File: src/rtl/stereo_pkg.sv
// Constants and types shared by the frame-buffer write path and the VGA read controller.
package stereo_pkg;

  // 320x240 frame buffer, y*H_RES+x linear map.
  localparam int unsigned H_RES  = 320;
  localparam int unsigned V_RES  = 240;
  localparam int unsigned ADDR_W = 17;

  // Capture FSM. SYNC discards whatever partial frame is in flight after reset.
  typedef enum logic [1:0] {
    SYNC   = 2'd0,
    VBLANK = 2'd1,
    ACTIVE = 2'd2
  } capture_state_t;

endpackage

File: src/rtl/rgb565_byte_packer.sv
// Packs the OV7670 two-byte RGB565 stream into 16-bit pixels.
// The first byte of each pair is latched; the pixel is presented combinationally
// with the second byte so the caller can register it on the same edge.
module rgb565_byte_packer (
  input  logic        clk,
  input  logic        reset_n,
  input  logic        enable,
  input  logic [7:0]  byte_in,
  output logic        pixel_valid,
  output logic [15:0] pixel,
  output logic        phase
);

  logic       phase_q;
  logic [7:0] hi_q;

  // Phase toggles on every enabled byte and is forced back to 0 when the stream pauses.
  always_ff @(posedge clk or negedge reset_n) begin
    if (!reset_n) begin
      phase_q <= 1'b0;
      hi_q    <= 8'h00;
    end else begin
      phase_q <= enable ? ~phase_q : 1'b0;
      if (enable && !phase_q) begin
        hi_q <= byte_in;
      end
    end
  end

  assign pixel_valid = enable & phase_q;
  assign pixel       = {hi_q, byte_in};
  // A 1 while the stream is paused means a first byte was left without its partner.
  assign phase       = phase_q;

endmodule

File: src/rtl/qvga_capture_writer.sv
// Camera-side writer for the stereo frame buffer: follows vsync/href, packs RGB565 pixels
// and issues one registered write per pixel at line_base + x. line_base is an accumulator
// (+H_RES per line, or -H_RES from the last row when FLIP_V is set), so no multiplier.
module qvga_capture_writer #(
  parameter int unsigned H_RES  = stereo_pkg::H_RES,
  parameter int unsigned V_RES  = stereo_pkg::V_RES,
  parameter int unsigned ADDR_W = stereo_pkg::ADDR_W,
  parameter int unsigned FLIP_V = 0
) (
  input  logic              clk,
  input  logic              reset_n,
  input  logic              vsync,
  input  logic              href,
  input  logic [7:0]        cam_data,
  output logic              we,
  output logic [ADDR_W-1:0] wAddr,
  output logic [15:0]       wData,
  output logic              frame_done,
  output logic [7:0]        frame_cnt,
  output logic              line_err
);

  import stereo_pkg::*;

  localparam int unsigned       XW       = $clog2(H_RES + 1);
  localparam int unsigned       YW       = $clog2(V_RES + 1);
  localparam logic [XW-1:0]     XMax     = XW'(H_RES);
  localparam logic [YW-1:0]     YMax     = YW'(V_RES);
  localparam logic [ADDR_W-1:0] LineStep = ADDR_W'(H_RES);
  localparam logic [ADDR_W-1:0] BaseInit = (FLIP_V != 0) ? ADDR_W'((V_RES - 1) * H_RES) : '0;

  capture_state_t state_q, state_d;
  logic [XW-1:0]     x_q, x_d;
  logic [YW-1:0]     y_q, y_d;
  logic [ADDR_W-1:0] base_q, base_d;
  logic              err_q, err_d;
  logic              href_q;
  logic              we_q, we_d;
  logic [ADDR_W-1:0] addr_q, addr_d;
  logic [15:0]       data_q, data_d;
  logic              done_q, done_d;
  logic [7:0]        cnt_q, cnt_d;

  logic        pack_en;
  logic        pixel_valid;
  logic [15:0] pixel;
  logic        pending_hi;
  logic        line_end;

  assign pack_en  = (state_q == ACTIVE) && href;
  assign line_end = (state_q == ACTIVE) && href_q && !href;

  rgb565_byte_packer u_packer (
    .clk         (clk),
    .reset_n     (reset_n),
    .enable      (pack_en),
    .byte_in     (cam_data),
    .pixel_valid (pixel_valid),
    .pixel       (pixel),
    .phase       (pending_hi)
  );

  // Next-state: frame FSM, x/y/line_base counters, error flag and the write-port registers.
  always_comb begin
    state_d = state_q;
    x_d     = x_q;
    y_d     = y_q;
    base_d  = base_q;
    err_d   = err_q;
    we_d    = 1'b0;
    addr_d  = addr_q;
    data_d  = data_q;
    done_d  = 1'b0;
    cnt_d   = cnt_q;

    unique case (state_q)
      SYNC: begin
        if (vsync) state_d = VBLANK;
      end

      VBLANK: begin
        if (!vsync) begin
          state_d = ACTIVE;
          x_d     = '0;
          y_d     = '0;
          base_d  = BaseInit;
          err_d   = 1'b0;
        end
      end

      ACTIVE: begin
        if (pixel_valid) begin
          if ((x_q < XMax) && (y_q < YMax)) begin
            we_d   = 1'b1;
            addr_d = base_q + ADDR_W'(x_q);
            data_d = pixel;
          end else begin
            err_d = 1'b1;
          end
          // x keeps counting past a dropped row so the line still registers at href fall.
          if (x_q < XMax) x_d = x_q + XW'(1);
        end

        if (line_end) begin
          if (x_q != '0) begin
            if (y_q < YMax) begin
              y_d    = y_q + YW'(1);
              base_d = (FLIP_V != 0) ? (base_q - LineStep) : (base_q + LineStep);
            end
            if (x_q < XMax) err_d = 1'b1;
          end
          if (pending_hi) err_d = 1'b1;
          x_d = '0;
        end

        // A write decided this cycle still goes out; y_d already folds in a same-cycle line end.
        if (vsync) begin
          state_d = VBLANK;
          done_d  = 1'b1;
          cnt_d   = cnt_q + 8'd1;
          if (y_d < YMax) err_d = 1'b1;
        end
      end

      default: state_d = SYNC;
    endcase
  end

  // State and output registers; reset drops any write in flight.
  always_ff @(posedge clk or negedge reset_n) begin
    if (!reset_n) begin
      state_q <= SYNC;
      x_q     <= '0;
      y_q     <= '0;
      base_q  <= '0;
      err_q   <= 1'b0;
      href_q  <= 1'b0;
      we_q    <= 1'b0;
      addr_q  <= '0;
      data_q  <= 16'h0000;
      done_q  <= 1'b0;
      cnt_q   <= 8'd0;
    end else begin
      state_q <= state_d;
      x_q     <= x_d;
      y_q     <= y_d;
      base_q  <= base_d;
      err_q   <= err_d;
      href_q  <= href;
      we_q    <= we_d;
      addr_q  <= addr_d;
      data_q  <= data_d;
      done_q  <= done_d;
      cnt_q   <= cnt_d;
    end
  end

  assign we         = we_q;
  assign wAddr      = addr_q;
  assign wData      = data_q;
  assign frame_done = done_q;
  assign frame_cnt  = cnt_q;
  assign line_err   = err_q;

endmodule

File: config.mk
export PLATFORM = sky130hd
export DESIGN_NAME = qvga_capture_writer
export DESIGN_NICKNAME = d
export VERILOG_FILES = /design/src/rtl/stereo_pkg.sv /design/src/rtl/rgb565_byte_packer.sv /design/src/rtl/qvga_capture_writer.sv
export SDC_FILE = /design/constraint.sdc
export NUM_CORES = 1
export LEC_CHECK = 0
export ABC_AREA = 1
export CORE_AREA = 2 2 107 109
export CTS_CLUSTER_DIAMETER = 60
export CTS_CLUSTER_SIZE = 12
export DETAILED_ROUTE_END_ITERATION = 8
export DIE_AREA = 0 0 109 111
export GPL_ROUTABILITY_DRIVEN = 0
export HOLD_SLACK_MARGIN = 0.03
export PLACE_DENSITY = 0.6
export SKIP_LAST_GASP = 1
export SYNTH_ARGS = -nofsm -noshare
export SYNTH_HDL_FRONTEND = slang
export SYNTH_SLANG_ARGS = --single-unit
File: constraint.sdc
create_clock -name clk -period 4.6 [get_ports clk]
set_input_delay 0.92 -clock clk [delete_from_list [all_inputs] [get_ports clk]]
set_output_delay 0.92 -clock clk [all_outputs]
set_load 0.05 [all_outputs]
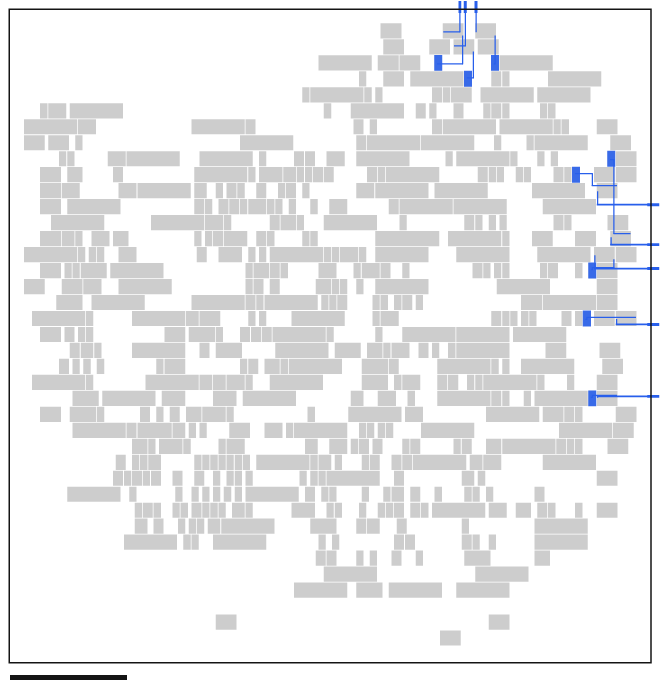
Run 1: I/O nets highlighted
Scale bar: 20 um.
legend:
  blue:
    port: cam_data
    bits: 8
    direction: input
    end_cells: 8
    buffers: 8
    wire: 125 um

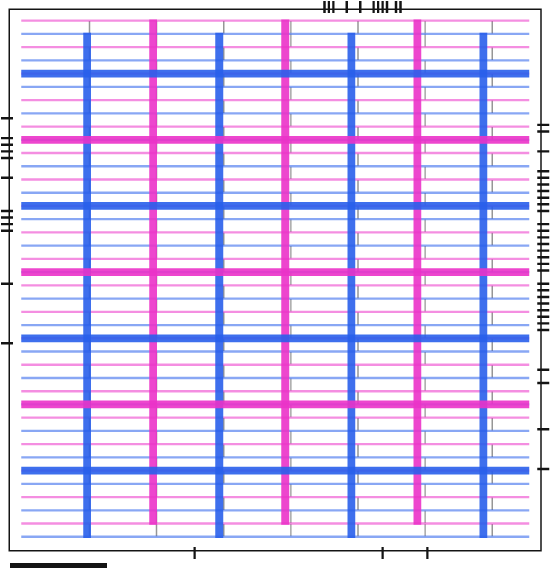
Run 1: PDN straps and rails
Scale bar: 20 um. Pins as bars on the die edge. Tap cells in gray.
legend:
  blue:
    net: VSS
  magenta:
    net: VDD
met4 straps: 7
met1 rails: 40
rows: 39

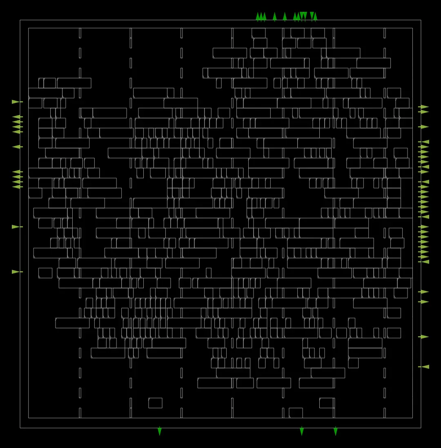
Run 1: cell outlines without signal wires
Seq/total area: 41.29%
core area: 11,080 um^2

==> impl_metrics.yaml, run 1 <==
# implementation run metrics
run_status:
  outcome: "finished, final reports clean"
detailed_routing:
  wirelength_um: 8580
  first_pass_iters: 5
grt:
  grt_first_pass_wirelength_um: 14900
  antenna_found_initial: 0
  grt_pass1_vias: 3181
worst_setup_path:
  slowest_stage: "clkdlybuf4s50_1"
  rrSetupSlack_ps: 2070
finish:
  final_common_cell: "nand2_1"
  logic_area_um2: 1727
  final_area_um2: 5091
worst_hold_path:
  holdPathStages: 2
  hold-path-endpoint: "wData[15]"
cts:
  clock.latency.late_pin_ps: 340
  cts_sinks: 84
yosys:
  synth_area_leader_cell: "dfrtp_1"
final_timing:
  fin_worst_skew_ps: 10.61
  final-setup-viol-count: 0
  min_period_ps: 2671
  hold_slack_ps: 469.8
  rsz0062_at_grt: "false"
  timing.final.crit_share_pct: 58.06
placement:
  placedCellCount: 667
  post_dp_cell_area_um2: 4785
floorplanning:
  die_x_um: 109
-- run 1: worst max path at each step --
| stage | to | slack (ps) | cells past startpoint |
|---|---|---|---|
| after floorplan | base_q[11] | 2530 | 11 |
| after global placement | wAddr[6] | 1610 | 7 |
| after detailed placement | wAddr[5] | 1570 | 8 |
| after CTS | wAddr[6] | 1940 | 7 |
| after global routing | wAddr[5] | 1670 | 8 |
| final | wAddr[6] | 1930 | 7 |
-- run 1: cells by family after synthesis --
group / synth area share (%)
adder cells (fa/ha/maj): 3.670
other: 0.09166
AND-OR/OR-AND: 10.58
buffers and inverters: 6.422
AND/OR/NAND/NOR: 23.12
flip-flops: 51.38
XOR/XNOR: 4.496
multiplexers: 0.2447
-- run 1: area by class of cell --
class	count	share of cell area, %
Sequential cell	84	41.29
Multi-Input combinational cell	325	33.92
Timing Repair Buffer	56	10.91
Inverter	59	4.350
Tap cell	143	3.514
Clock buffer	9	4.424
Clock inverter	7	1.597
-- run 1: routing by layer --
| metal | part of all wire (%) | track usage (%) | wire length (um) | up-vias |
|---|---|---|---|---|
| met5 | 0 | 0 | 0 | - |
| met4 | 0.42 | 4.872 | 36 | 0 |
| met3 | 4.3 | 2.998 | 371 | 4 |
| met2 | 44 | 23.40 | 3733 | 68 |
| met1 | 52 | 21.69 | 4439 | 1510 |
| li1 | - | - | - | 1646 |
-- run 1: power by group --
group	total, uW	leakage, uW	switching [uW]	internal [uW]
sequential	992	0.00113	101	891
clock	749	0.000153	318	431
combinational	1080	0.00112	756	328
-- run 1: worst reg2reg max path, stage by stage, from the launching register on --
cell     delay, ps
dfrtp_1        400
inv_1           90
ha_1           380
inv_2          150
nor3_4         230
nand2_1        120
nor2_4         340
inv_2          420
o31ai_1        310
Run 1, wire density map:
22 x 22 tiles, from dark blue (low) to red (high), scaled to the fullest tile. Values are wire area over tile area, all layers added.
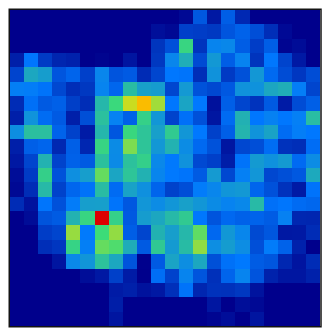

==> run 2, diff against run 1 <==
--- a/config.mk
+++ b/config.mk
@@ -13,7 +13,7 @@
 export DIE_AREA = 0 0 109 111
 export GPL_ROUTABILITY_DRIVEN = 0
 export HOLD_SLACK_MARGIN = 0.03
-export PLACE_DENSITY = 0.6
+export PLACE_DENSITY = 0.62
 export SKIP_LAST_GASP = 1
 export SYNTH_ARGS = -nofsm -noshare
 export SYNTH_HDL_FRONTEND = slang
==> constraint.sdc (replaced) <==
create_clock -name clk -period 2.2 [get_ports clk]
set_input_delay 0.44 -clock clk [delete_from_list [all_inputs] [get_ports clk]]
set_output_delay 0.44 -clock clk [all_outputs]
set_load 0.05 [all_outputs]
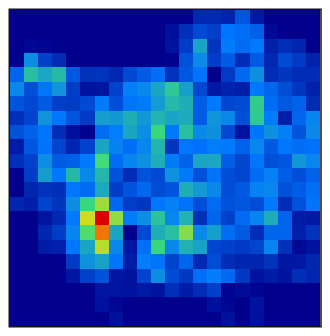
Run 2: wire density map
22 x 22 tiles, from dark blue (low) to red (high), scaled to the fullest tile. Values are wire area over tile area, all layers added.
tiles over half the peak: 1.9%
fullest tile: 0.71
nearly empty tiles: 25%
mean over tiles: 0.11
emptiest ninth of the die: lower right
densest ninth of the die: center

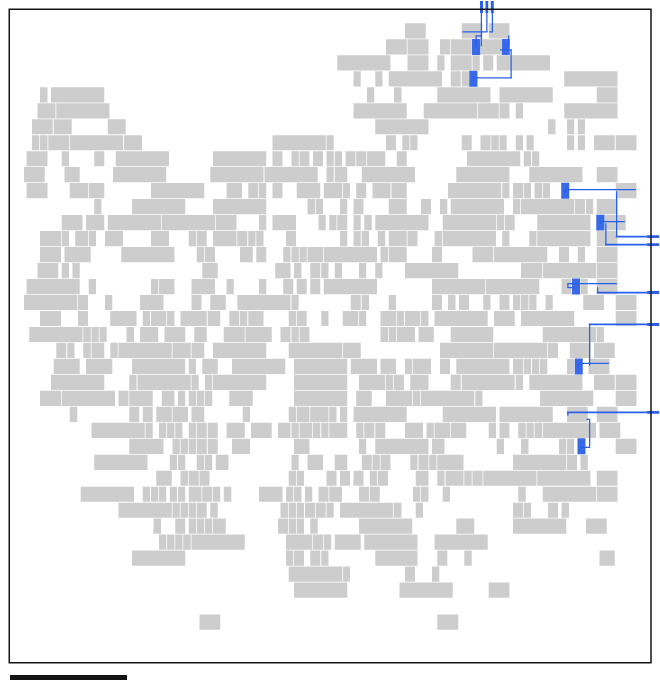
Run 2: I/O nets highlighted
Scale bar: 20 um.
legend:
  blue:
    port: cam_data
    bits: 8
    direction: input
    end_cells: 8
    buffers: 8
    wire: 139 um

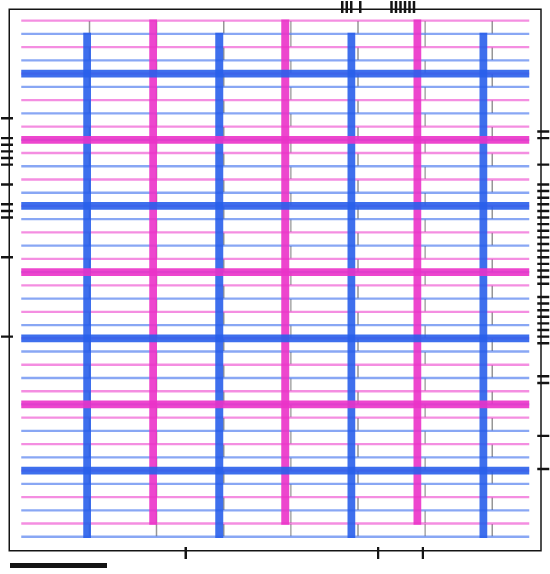
Run 2: PDN straps and rails
Scale bar: 20 um. Pins as bars on the die edge. Tap cells in gray.
legend:
  blue:
    net: VSS
  magenta:
    net: VDD
met1 rails: 40
rows: 39
met5 straps: 7
tap cells: 143
met4 straps: 7

==> impl_metrics.yaml, run 2 <==
# implementation run metrics
grt:
  grt_pass1_vias: 3069
  antenna_found_initial: 0
yosys:
  ys_sh_simple_pct: 23.12
  mux_share_pct: 0.2446
  topCombFamilyByArea: "simple AND/OR/NAND/NOR gates"
  synth-compound-area-share_pct: 10.58
  ys_sh_adder_pct: 3.670
  ys_sh_xor_pct: 4.495
final_timing:
  hold_slack_ps: 96.33
  final-setup-viol-count: 0
  min_period_ps: 2029
  fin_worst_skew_ps: 7.884
  timing.final.crit_share_pct: 92.22
detailed_routing:
  first_pass_iters: 4
worst_setup_path:
  slowest_stage: "clkdlybuf4s50_1"
  rrSetupSlack_ps: 200
floorplanning:
  die_x_um: 109
finish:
  final_common_cell: "nand2_1"
power:
  p_int_uw: 3504
  p_switching_uw: 2461
  p_sw_share_pct: 41.26
  seqPwrFrac_pct: 34.7
  power_frac_comb_pct: 41.6
run_status:
  outcome: "finished, final reports clean"
cts:
  cts_sinks: 84
  clock.latency.late_pin_ps: 330
[run 2: path summary, 6_finish.rpt]
check / startpoint / endpoint / depth (start not counted)
min in group clk: u_packer.hi_q[1] / wData[9] / 2
min: reset_n / wAddr[5] / 1
max reg2reg: state_q[0] / line_err / 11
max in group asynchronous: reset_n / base_q[8] / 2
max: frame_cnt[4] / frame_cnt[4] / 1
min reg2reg: u_packer.hi_q[1] / wData[9] / 2
[run 2: repair_timing]
item / 4_1_cts / 5_1_grt
endpoints found under the setup margin: 0 / 1
buffers inserted: 0 / 0
endpoints found under the hold margin: 0 / 0
hold buffers: 0 / 0
gates resized: 0 / 1
[run 2: through the flow]
| step | area (um^2) | TNS, ps | instances |
|---|---|---|---|
| floorplan | 4091 | 0 | 476 |
| global placement | 4915 | 0 | 681 |
| detailed placement | 4915 | -5.052 | 681 |
| CTS | 5199 | 0 | 697 |
| global route | 5202 | 0 | 697 |
| finish | 5202 | 0 | 697 |
[run 2: area by class of cell]
cell class                 instances  area, um^2
timing repair buffer              70       685.7
sequential                        84        2102
fill                            1065        5874
clock inverter                     7       58.81
tap                              143       178.9
multi-input combinational        325        1727
inverter                          59       225.2
clock buffer                       9       225.2
[run 2: power by group through the flow]
stage / clock, uW / sequential [uW] / combinational (uW)
floorplan: 0 / 2760 / 934
CTS: 1460 / 2080 / 2500
global placement: 0 / 2090 / 2470
detailed placement: 0 / 2100 / 2490
global route: 1530 / 2110 / 2710
finish: 1420 / 2070 / 2480
[run 2: layer usage]
| layer | vias to the layer above | track usage (%) | routed length [um] |
|---|---|---|---|
| li1 | 1677 | - | - |
| met1 | 1508 | 20.14 | 4152 |
| met2 | 79 | 22.53 | 3759 |
| met3 | 15 | 3.821 | 390 |
| met4 | 0 | 3.932 | 129 |
| met5 | - | 0 | 0 |
Run 2, cells colored by class:
Fill, decap, tap and diode cells in gray.
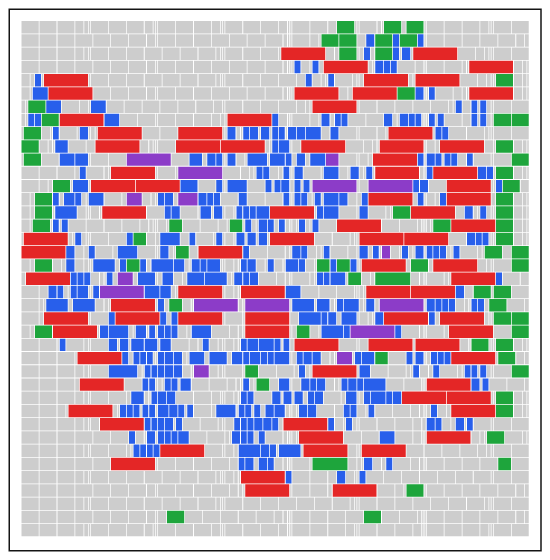

==> run 3, diff against run 2 <==
--- a/config.mk
+++ b/config.mk
@@ -6,6 +6,7 @@
 export NUM_CORES = 1
 export LEC_CHECK = 0
 export ABC_AREA = 1
+export CAP_MARGIN = 10
 export CORE_AREA = 2 2 107 109
 export CTS_CLUSTER_DIAMETER = 60
 export CTS_CLUSTER_SIZE = 12
@@ -13,7 +14,7 @@
 export DIE_AREA = 0 0 109 111
 export GPL_ROUTABILITY_DRIVEN = 0
 export HOLD_SLACK_MARGIN = 0.03
-export PLACE_DENSITY = 0.62
+export PLACE_DENSITY = 0.6
 export SKIP_LAST_GASP = 1
 export SYNTH_ARGS = -nofsm -noshare
 export SYNTH_HDL_FRONTEND = slang
==> constraint.sdc (replaced) <==
create_clock -name clk -period 1.9 [get_ports clk]
set_input_delay 0.38 -clock clk [delete_from_list [all_inputs] [get_ports clk]]
set_output_delay 0.38 -clock clk [all_outputs]
set_load 0.05 [all_outputs]
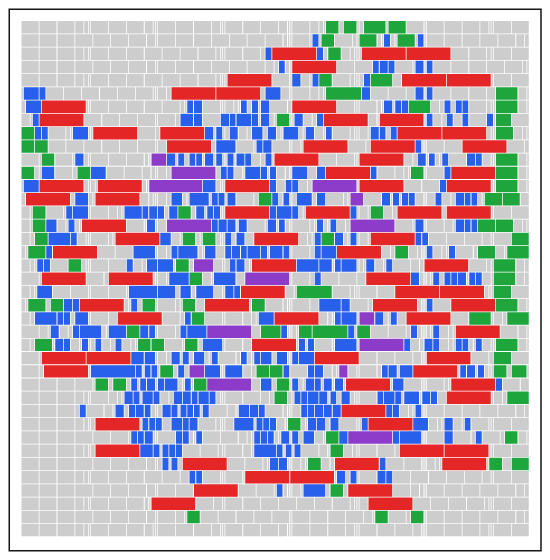
Run 3: cells colored by class
Fill, decap, tap and diode cells in gray.
legend:
  red:
    class: flops
    cells: 84
    share_of_their_area: 40%
  blue:
    class: combinational and other logic
    cells: 384
    share_of_their_area: 38%
  purple:
    class: clock drivers and dummy loads
    cells: 16
    share_of_their_area: 5.8%
  green:
    class: other buffers and delay cells
    cells: 94
    share_of_their_area: 17%

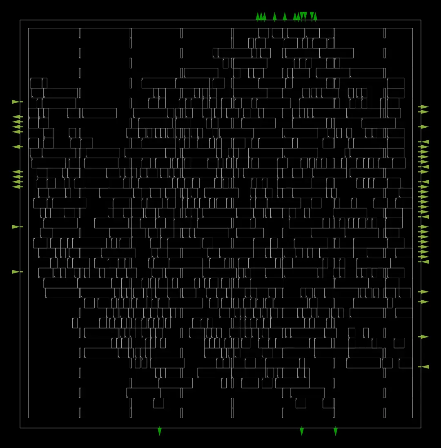
Run 3: cell outlines without signal wires
Fillers: 1,055
flip-flops: 84
TAP cells: 143
Post-Layout Cell Count: 721
num rows: 39

==> impl_metrics.yaml, run 3 <==
# implementation run metrics
power:
  p_int_uw: 4325
  power_frac_comb_pct: 42.2
  p_clk_uw: 1810
  p_switching_uw: 2961
  power_leader: "combinational logic"
  seqPwrFrac_pct: 32.9
  p_comb_uw: 3080
  p_sw_share_pct: 40.64
  seq_power_uw: 2400
final_timing:
  hold_slack_ps: 467.0
  final-setup-viol-count: 0
  min_period_ps: 1862
  timing.final.crit_share_pct: 98.02
  tightest_slew_ps: 523.8
  fin_worst_skew_ps: 13.53
detailed_routing:
  first_pass_iters: 6
  wire_per_inst_um: 12.65
  route.met2.wl_um: 4225
  ant_nets: 0
  wirelength_um: 9123
  met1_length_um: 4440
  met3WireLength_um: 398
  dr.max_layer_used: "met4"
worst_setup_path:
  reg2regPathDepth: 13
  slowest_stage: "clkdlybuf4s50_1"
  cp.depth: 1
  r2r-start: "x_q[1]"
  r2r_end: "base_q[11]"
  critical_path.top_delay_family: "buffers and inverters"
  rrSetupSlack_ps: 110
worst_hold_path:
  holdPathStages: 2
  hold-path-endpoint: "wAddr[1]"
  min_from: "wAddr[1]"
floorplanning:
  die_x_um: 109
yosys:
  synth_area_leader_cell: "dfrtp_1"
  ys_ff: 84
cts:
  cts_sinks: 84
  clock.latency.late_pin_ps: 340
  root_buffer: "clkbuf_16"
finish:
  final_area_um2: 5431
  final_common_cell: "nand2_1"
grt:
  grt.busiest_layer: "met2"
  antenna_found_initial: 0
  grt.met3_usage_pct: 2.704
  grt_pass1_vias: 3355
  grtUsageMet2_pct: 25.34
  use_met1_pct: 22.25
placement:
  post_dp_cell_area_um2: 5025
job:
  warning_count: 29
run_status:
  outcome: "finished, final reports clean"
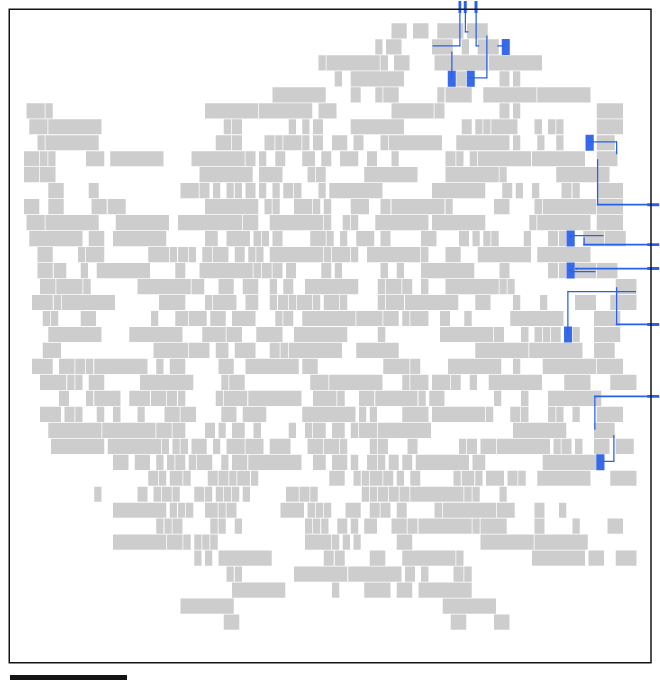
Run 3: I/O nets highlighted
Scale bar: 20 um.
legend:
  blue:
    port: cam_data
    bits: 8
    direction: input
    end_cells: 8
    buffers: 8
    wire: 146 um

[run 3: cell counts after synthesis]
Identical to the previous run, type by type.
[run 3: logic make-up (layout without fill, tap and decap cells)]
| group | after synthesis | after routing | share of synthesized area [%] |
|---|---|---|---|
| simple gates | 212 | 212 | 23.12 |
| xor+xnor | 21 | 21 | 4.496 |
| other cells | 1 | 1 | 0.09166 |
| mux | 1 | 1 | 0.2447 |
| buf+inv | 67 | 169 | 6.422 |
| flops | 84 | 84 | 51.38 |
| compound gates | 78 | 78 | 10.58 |
| fa+ha+maj | 12 | 12 | 3.670 |
[run 3: worst max path at each step]
stage,startpoint,to
5_1_grt,x_q[1],base_q[11]
2_1_floorplan,state_q[0],x_q[6]
4_1_cts,wData[3],wData[3]
3_5_place_dp,href,line_err
3_3_place_gp,href,line_err
6_report,wData[1],wData[1]
[run 3: per-stage QoR]
step	std cells	TNS, ps	utilization (%)
final	721	0	49.03
after global routing	721	-22.23	49.03
after CTS	718	0	48.19
after detailed placement	701	-2916	45.36
after global placement	701	-980.1	45.36
after floorplan	476	0	-
[run 3: cell type report]
| type | instances | area, um^2 | area share [%] |
|---|---|---|---|
| tap | 143 | 178.9 | 3.294 |
| sequential | 84 | 2102 | 38.70 |
| clock inverter | 7 | 80.08 | 1.474 |
| multi-input combinational | 325 | 1748 | 32.18 |
| clock buffer | 9 | 225.2 | 4.147 |
| inverter | 59 | 227.7 | 4.193 |
| timing repair buffer | 94 | 869.6 | 16.01 |
[run 3: what timing repair did]
action	in CTS	in global routing
resized	2	26
setup endpoints to repair	2	71
hold buffers	1	0
buffers inserted	0	3
hold endpoints to repair	28	0
pin swaps	0	2
Power is estimated from default activity; no workload was simulated.
